--- config.mk ---
export PLATFORM = sky130hd
export DESIGN_NAME = line_clear_ctrl
export DESIGN_NICKNAME = d
export VERILOG_FILES = /design/src/rtl/line_clear_ctrl.sv
export SDC_FILE = /design/constraint.sdc
export NUM_CORES = 1
export LEC_CHECK = 0
export CORE_MARGIN = 5
export CORE_UTILIZATION = 39
export CTS_CLUSTER_SIZE = 40
export DETAILED_ROUTE_END_ITERATION = 8
export PLACE_DENSITY_LB_ADDON = 0.25
export SLEW_MARGIN = 20
export SYNTH_ARGS = -nofsm -noshare
export SYNTH_HDL_FRONTEND = slang
export SYNTH_SLANG_ARGS = --single-unit
--- constraint.sdc ---
create_clock -name clk -period 2.6 [get_ports clk]
set_clock_uncertainty 0.15 [all_clocks]
set_input_delay 0.65 -clock clk [delete_from_list [all_inputs] [get_ports clk]]
set_output_delay 0.65 -clock clk [all_outputs]
set_load 0.005 [all_outputs]
--- src/rtl/line_clear_ctrl.sv ---
// line_clear_ctrl: after a start pulse, scans the 20 board rows from the bottom up
// and issues one remove-line command for each full row it finds. Once a row is
// removed, the rows above shift down into the same index, so that index is checked
// again.
//
// Ports:
//   clk           - system clock; all state changes on its rising edge
//   rst_n         - asynchronous, active-low reset
//   start         - one-cycle request for a clear pass; only sampled while idle
//   line_status   - bit i high when board row i is fully occupied
//   score_clr     - synchronous clear of the score; overrides the DONE-cycle update
//   instr_out     - remove-line command {6'b011101, 10'b0, 11'b0, row}; zero when not valid
//   instr_valid   - high for one cycle per issued command
//   busy          - high whenever a pass is in progress
//   done          - one-cycle pulse at the end of a pass
//   lines_cleared - rows removed by the last completed pass
//   score         - accumulated score
//
// Build option: define LINE_CLEAR_SCORE_EN to include the score accumulator. Each
// pass then adds 0/1/3/5/8 points for 0/1/2/3/>=4 lines, saturating at 16'hFFFF.
// When the macro is undefined, score is tied to zero and score_clr is ignored.
module line_clear_ctrl (
   input  logic        clk,
   input  logic        rst_n,
   input  logic        start,
   input  logic [19:0] line_status,
   input  logic        score_clr,
   output logic [31:0] instr_out,
   output logic        instr_valid,
   output logic        busy,
   output logic        done,
   output logic [4:0]  lines_cleared,
   output logic [15:0] score
);

   localparam logic [4:0] LastRow  = 5'd19;
   localparam logic [4:0] MaxPass  = 5'd20;
   localparam logic [5:0] RemoveOp = 6'b011101;

   typedef enum logic [2:0] {StIdle, StScan, StIssue, StSettle, StDone} state_e;

   state_e     state_q, state_d;
   logic [4:0] idx_q, idx_d;
   logic [4:0] pass_q, pass_d;
   logic [4:0] lines_q, lines_d;

   always_comb begin
      state_d = state_q;
      idx_d   = idx_q;
      pass_d  = pass_q;
      lines_d = lines_q;
      unique case (state_q)
         StIdle: begin
            if (start) begin
               state_d = StScan;
               idx_d   = 5'd0;
               pass_d  = 5'd0;
            end
         end
         StScan: begin
            if (line_status[idx_q]) begin
               state_d = StIssue;
            end else if (idx_q < LastRow) begin
               idx_d = idx_q + 5'd1;
            end else begin
               state_d = StDone;
            end
         end
         StIssue: begin
            if (pass_q != MaxPass) begin
               pass_d = pass_q + 5'd1;
            end
            state_d = StSettle;
         end
         // Gives the board one cycle to shift down before idx is checked again.
         StSettle: state_d = StScan;
         StDone: begin
            lines_d = pass_q;
            state_d = StIdle;
         end
         default: state_d = StIdle;
      endcase
   end

   always_ff @(posedge clk or negedge rst_n) begin
      if (!rst_n) begin
         state_q <= StIdle;
         idx_q   <= 5'd0;
         pass_q  <= 5'd0;
         lines_q <= 5'd0;
      end else begin
         state_q <= state_d;
         idx_q   <= idx_d;
         pass_q  <= pass_d;
         lines_q <= lines_d;
      end
   end

   // Outputs are decoded only from registered state, so line_status never reaches them
   // combinationally.
   assign instr_valid   = (state_q == StIssue);
   assign instr_out     = instr_valid ? {RemoveOp, 10'b0, 11'b0, idx_q} : 32'h0;
   assign busy          = (state_q != StIdle);
   assign done          = (state_q == StDone);
   assign lines_cleared = lines_q;

`ifdef LINE_CLEAR_SCORE_EN
   logic [15:0] score_q, score_d;
   logic [15:0] score_inc;
   logic [16:0] score_sum;

   always_comb begin
      case (pass_q)
         5'd0:    score_inc = 16'd0;
         5'd1:    score_inc = 16'd1;
         5'd2:    score_inc = 16'd3;
         5'd3:    score_inc = 16'd5;
         default: score_inc = 16'd8;
      endcase
      score_sum = {1'b0, score_q} + {1'b0, score_inc};
      score_d   = score_q;
      if (score_clr) begin
         score_d = 16'h0;
      end else if (state_q == StDone) begin
         score_d = score_sum[16] ? 16'hFFFF : score_sum[15:0];
      end
   end

   always_ff @(posedge clk or negedge rst_n) begin
      if (!rst_n) begin
         score_q <= 16'h0;
      end else begin
         score_q <= score_d;
      end
   end

   assign score = score_q;
`else
   logic unused_score_clr;
   assign unused_score_clr = score_clr;
   assign score            = 16'h0;
`endif

endmodule

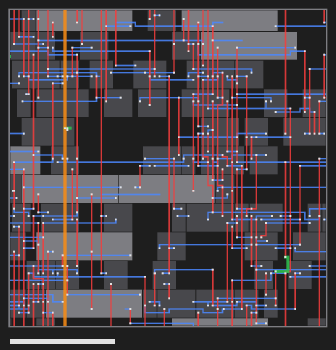
(run_1/zoom.png)
Scale bar: 10 microns. Region (21, 21) to (51, 51) microns. Cells in gray, sequential cells in the stronger gray; small squares are vias.
Key: met2 = red; met1 = blue; met3 = green; met4 = orange
65 logic cells have their middle in the window. Netlist names of flops here include `idx_q` (3), `pass_q` (3). Sequential cells in the window: 7. Most frequent: nand2_1 (8), buf_4 (8), dfrtp_1 (7).

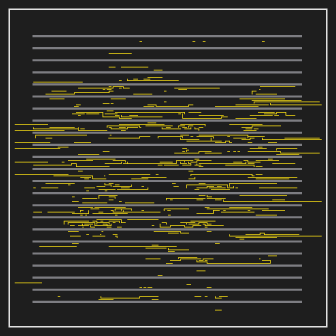
(run_1/met1.png)
Supply wires on this layer in gray.
173 nets have wire on it. The layer carries 1,330 microns of wire. The wires run mostly horizontal. The layer holds 41% of the routed length.
GR Util met1: 14.4%
vias: 1,104
WL final: 3.26 mm

==> out/metrics.yaml, run 1 <==
yosysCellCount: 150
area_growth_pct: 26.6
crit_path_end_kind: "output pin"
coreArea_sq_mm: 0.00363
wl_met2_mm: 1.61
hpwl_mm: 2.61
ff2ff_path_depth: 6
port_buffers: 39
h-tree-depth: 1
fmax_mhz: 391
placementRows: 22
top_area_share_pct: 30.9
ys_chip_area_sq_mm: 0.00146
crit_path_max_incr_delay_ns: 0.49
synth-main-ff-cell: "dfrtp_1"
busiest_layer: "met2"
slew_violations: 0
hold_path_depth: 1
peakVddDrop_mv: 0.386
drt_first_pass_iters: 4
crit_arrival_ns: 1.76
synthCells: 150
path_buffers: 2
top_cell: "buf_4"
gp_congestion: 0.804
dpl.cell_count: 238
routedWlPerCell_microns: 13.4
dieArea_sq_mm: 0.00506
drt-met1-wl_mm: 1.33
ys_types: 41
critPathKind: "flip-flop to output pin"
grt_antenna_before_repair: 0
powerDensity_mw_per_mm2: 708
grt_use_met3_pct: 3.69
ys.flops: 18
critPathSlowestCell: "clkdlybuf4s50_1"
crit_required_ns: 1.80
first_global_vias: 1105
yosys.area.top_type: "dfrtp_1"
instances_no_fill: 243
fin_crit_sh_pct: 98.4
setup_viol_count_final: 0
synthArstFlopShare_pct: 100
outcome: "finished, final reports clean"
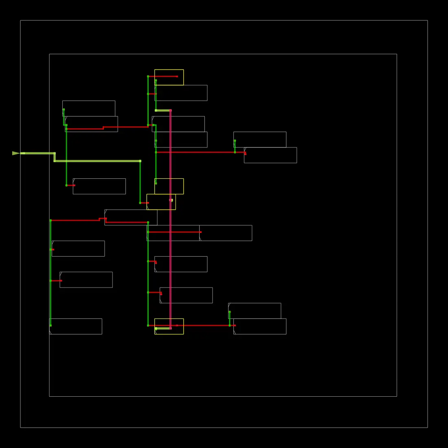
(run_1/final_clocks.png)
clock latency on the worst-skew pair: 0.25 ns
clk sinks: 18

[run 1: path summary, 6_finish.rpt]
kind,to,slack [ns],from
worst max-delay path,instr_out[3],0.04,state_q[2]
worst min-delay path,lines_cleared[4],0.36,lines_cleared[4]
worst max register to register,idx_q[3],0.44,idx_q[0]
worst min register to register,lines_cleared[4],0.36,lines_cleared[4]
max in group asynchronous,idx_q[4],1.54,rst_n
min in group asynchronous,lines_cleared[0],0.56,rst_n
[run 1: kinds of logic (layout without fill, tap and decap cells)]
| logic type | Yosys count | after routing | synth area share, % |
|---|---|---|---|
| adders and majority gates | 3 | 3 | 2.57 |
| DFF | 18 | 18 | 30.9 |
| AOI/OAI and AO/OA | 22 | 22 | 12.0 |
| buffers and inverters | 55 | 62 | 26.4 |
| other | 1 | 39 | 0.257 |
| and+or+nand+nor | 36 | 36 | 13.6 |
| muxes | 15 | 15 | 14.3 |
[run 1: cell type report]
type                    instances  area share, %
clock buffers                   4           2.98
flip-flops and latches         18           24.4
multi-input cells             115           41.6
well taps                      48           3.25
repair buffers                 51           26.2
inverters                       7           1.56
[run 1: sequential cells by signal (all words and copies together), names as in the netlist]
| signal | cells |
|---|---|
| lines_cleared | 5 |
| idx_q | 5 |
| pass_q | 5 |
| state_q | 3 |
[run 1: power breakdown]
part	internal (mW)	total [mW]	leakage, nW	switching, mW
logic	0.356	0.653	0.688	0.297
registers	0.337	0.426	0.242	0.0886
clock network	0.135	0.228	0.0288	0.0935
[run 1: metrics by stage]
step           TNS (ns)  instance area, sq um
6_report              0                  1850
5_1_grt               0                  1850
4_1_cts               0                  1840
3_5_place_dp    -0.0206                  1780
3_3_place_gp    -0.0591                  1780
2_1_floorplan         0                  1600
--- run 2 (diff from run 1) ---
- TNS_END_PERCENT: not set -> 1
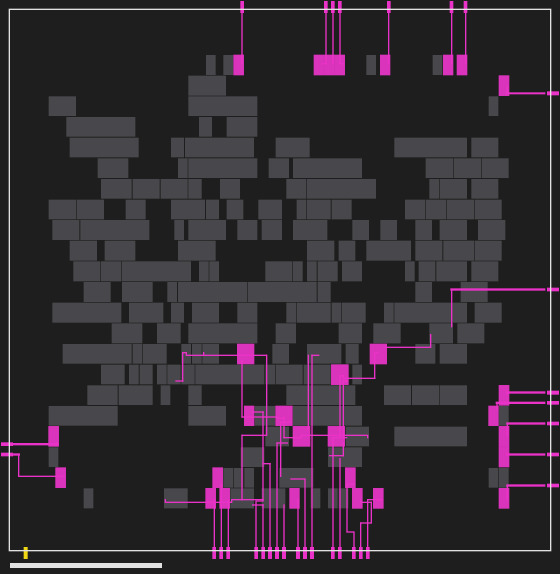
(run_2/port_nets.png)
Scale bar: 20 microns.
Key: `score_clr` = yellow [bits 1, direction input, edge bottom, end cells 0, buffers 0]; `instr_out` = magenta [bits 32, direction output, edge 16 bottom, 7 right, 7 top, 2 left, end cells 29, buffers 10, wire 431 microns]

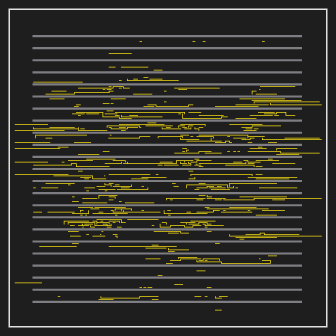
(run_2/met1.png)
Supply wires on this layer in gray.
vias: 1,103
WL final: 3.28 mm

==> out/metrics.yaml, run 2 <==
outcome: "finished, final reports clean"
setup_viol_count_final: 0
ys_types: 41
startpoint: "state_q[0]"
wl_met2_mm: 1.63
ys.flops: 18
first_global_vias: 1099
fin_crit_sh_pct: 94.1
ff2ff_setup_slack_ns: 0.44
peakVddDrop_mv: 0.386
synthArstFlopShare_pct: 100
grt_antenna_before_repair: 0
gp_congestion: 0.804
drt-met1-wl_mm: 1.33
power_switching_uw: 480
fmax_mhz: 409
drt_first_pass_iters: 4
crit_path_max_incr_delay_ns: 0.46
slew_violations: 0
final_area_sq_mm: 0.00184
switching_share_pct: 36.7
area_growth_pct: 26.2
dieArea_sq_mm: 0.00506
placementRows: 22
instances_no_fill: 243
setup_tns_ns: 0
yosysCellCount: 150
crit_required_ns: 1.80
critPathKind: "flip-flop to output pin"
dpl.cell_count: 238
powerDensity_mw_per_mm2: 709
coreArea_sq_mm: 0.00363
synthCells: 150
hold_path_depth: 1
min-delay-start: "lines_cleared[4]"
clkPwrFrac_pct: 17.5
top_cell: "buf_4"
ff2ff_path_depth: 6
critPathSlowestCell: "clkdlybuf4s50_1"
run 2: cell counts after synthesis:
No cell type changed its count.
run 2: stage by stage:
step / setup slack, ns / power (mW)
after global routing: 0.0582 / 1.41
after floorplan: 0.431 / 0.906
final: 0.154 / 1.31
after CTS: 0.00564 / 1.32
after global placement: -0.0486 / 1.08
after detailed placement: -0.0206 / 1.09
run 2: power by group through the flow:
| stage | Clock (mW) | Sequential [mW] | Combinational, mW |
|---|---|---|---|
| final | 0.228 | 0.426 | 0.652 |
| after global routing | 0.245 | 0.436 | 0.733 |
| after detailed placement | 0 | 0.430 | 0.664 |
| after global placement | 0 | 0.428 | 0.651 |
| after floorplan | 0 | 0.395 | 0.511 |
| after CTS | 0.238 | 0.425 | 0.653 |
run 2: area by class of cell:
type,count,area [sq um]
Clock buffer,4,55.1
Fill cell,350,1790
Inverter,7,28.8
Multi-Input combinational cell,115,768
Sequential cell,18,450
Tap cell,48,60.1
Timing Repair Buffer,51,479
run 2: kinds of logic after synthesis:
group,after synthesis,synth area share (%)
mux,15,14.3
flops,18,30.9
compound gates,22,12.0
other cells,1,0.257
buf+inv,55,26.4
fa+ha+maj,3,2.57
simple gates,36,13.6
run 2: routing by layer:
layer,vias up,global-route usage (%)
li1,528,-
met1,521,14.4
met2,51,21.0
met3,3,3.69
met4,0,4.38
met5,-,0
run 2: how the worst min path moves through the flow:
stage | slack, ns | endpoint
after floorplan | 0.20 | idx_q[0]
after CTS | 0.37 | lines_cleared[4]
after global placement | 0.35 | lines_cleared[2]
final | 0.36 | lines_cleared[4]
after detailed placement | 0.35 | lines_cleared[2]
after global routing | 0.39 | lines_cleared[4]
Power and IR drop assume default switching activity.
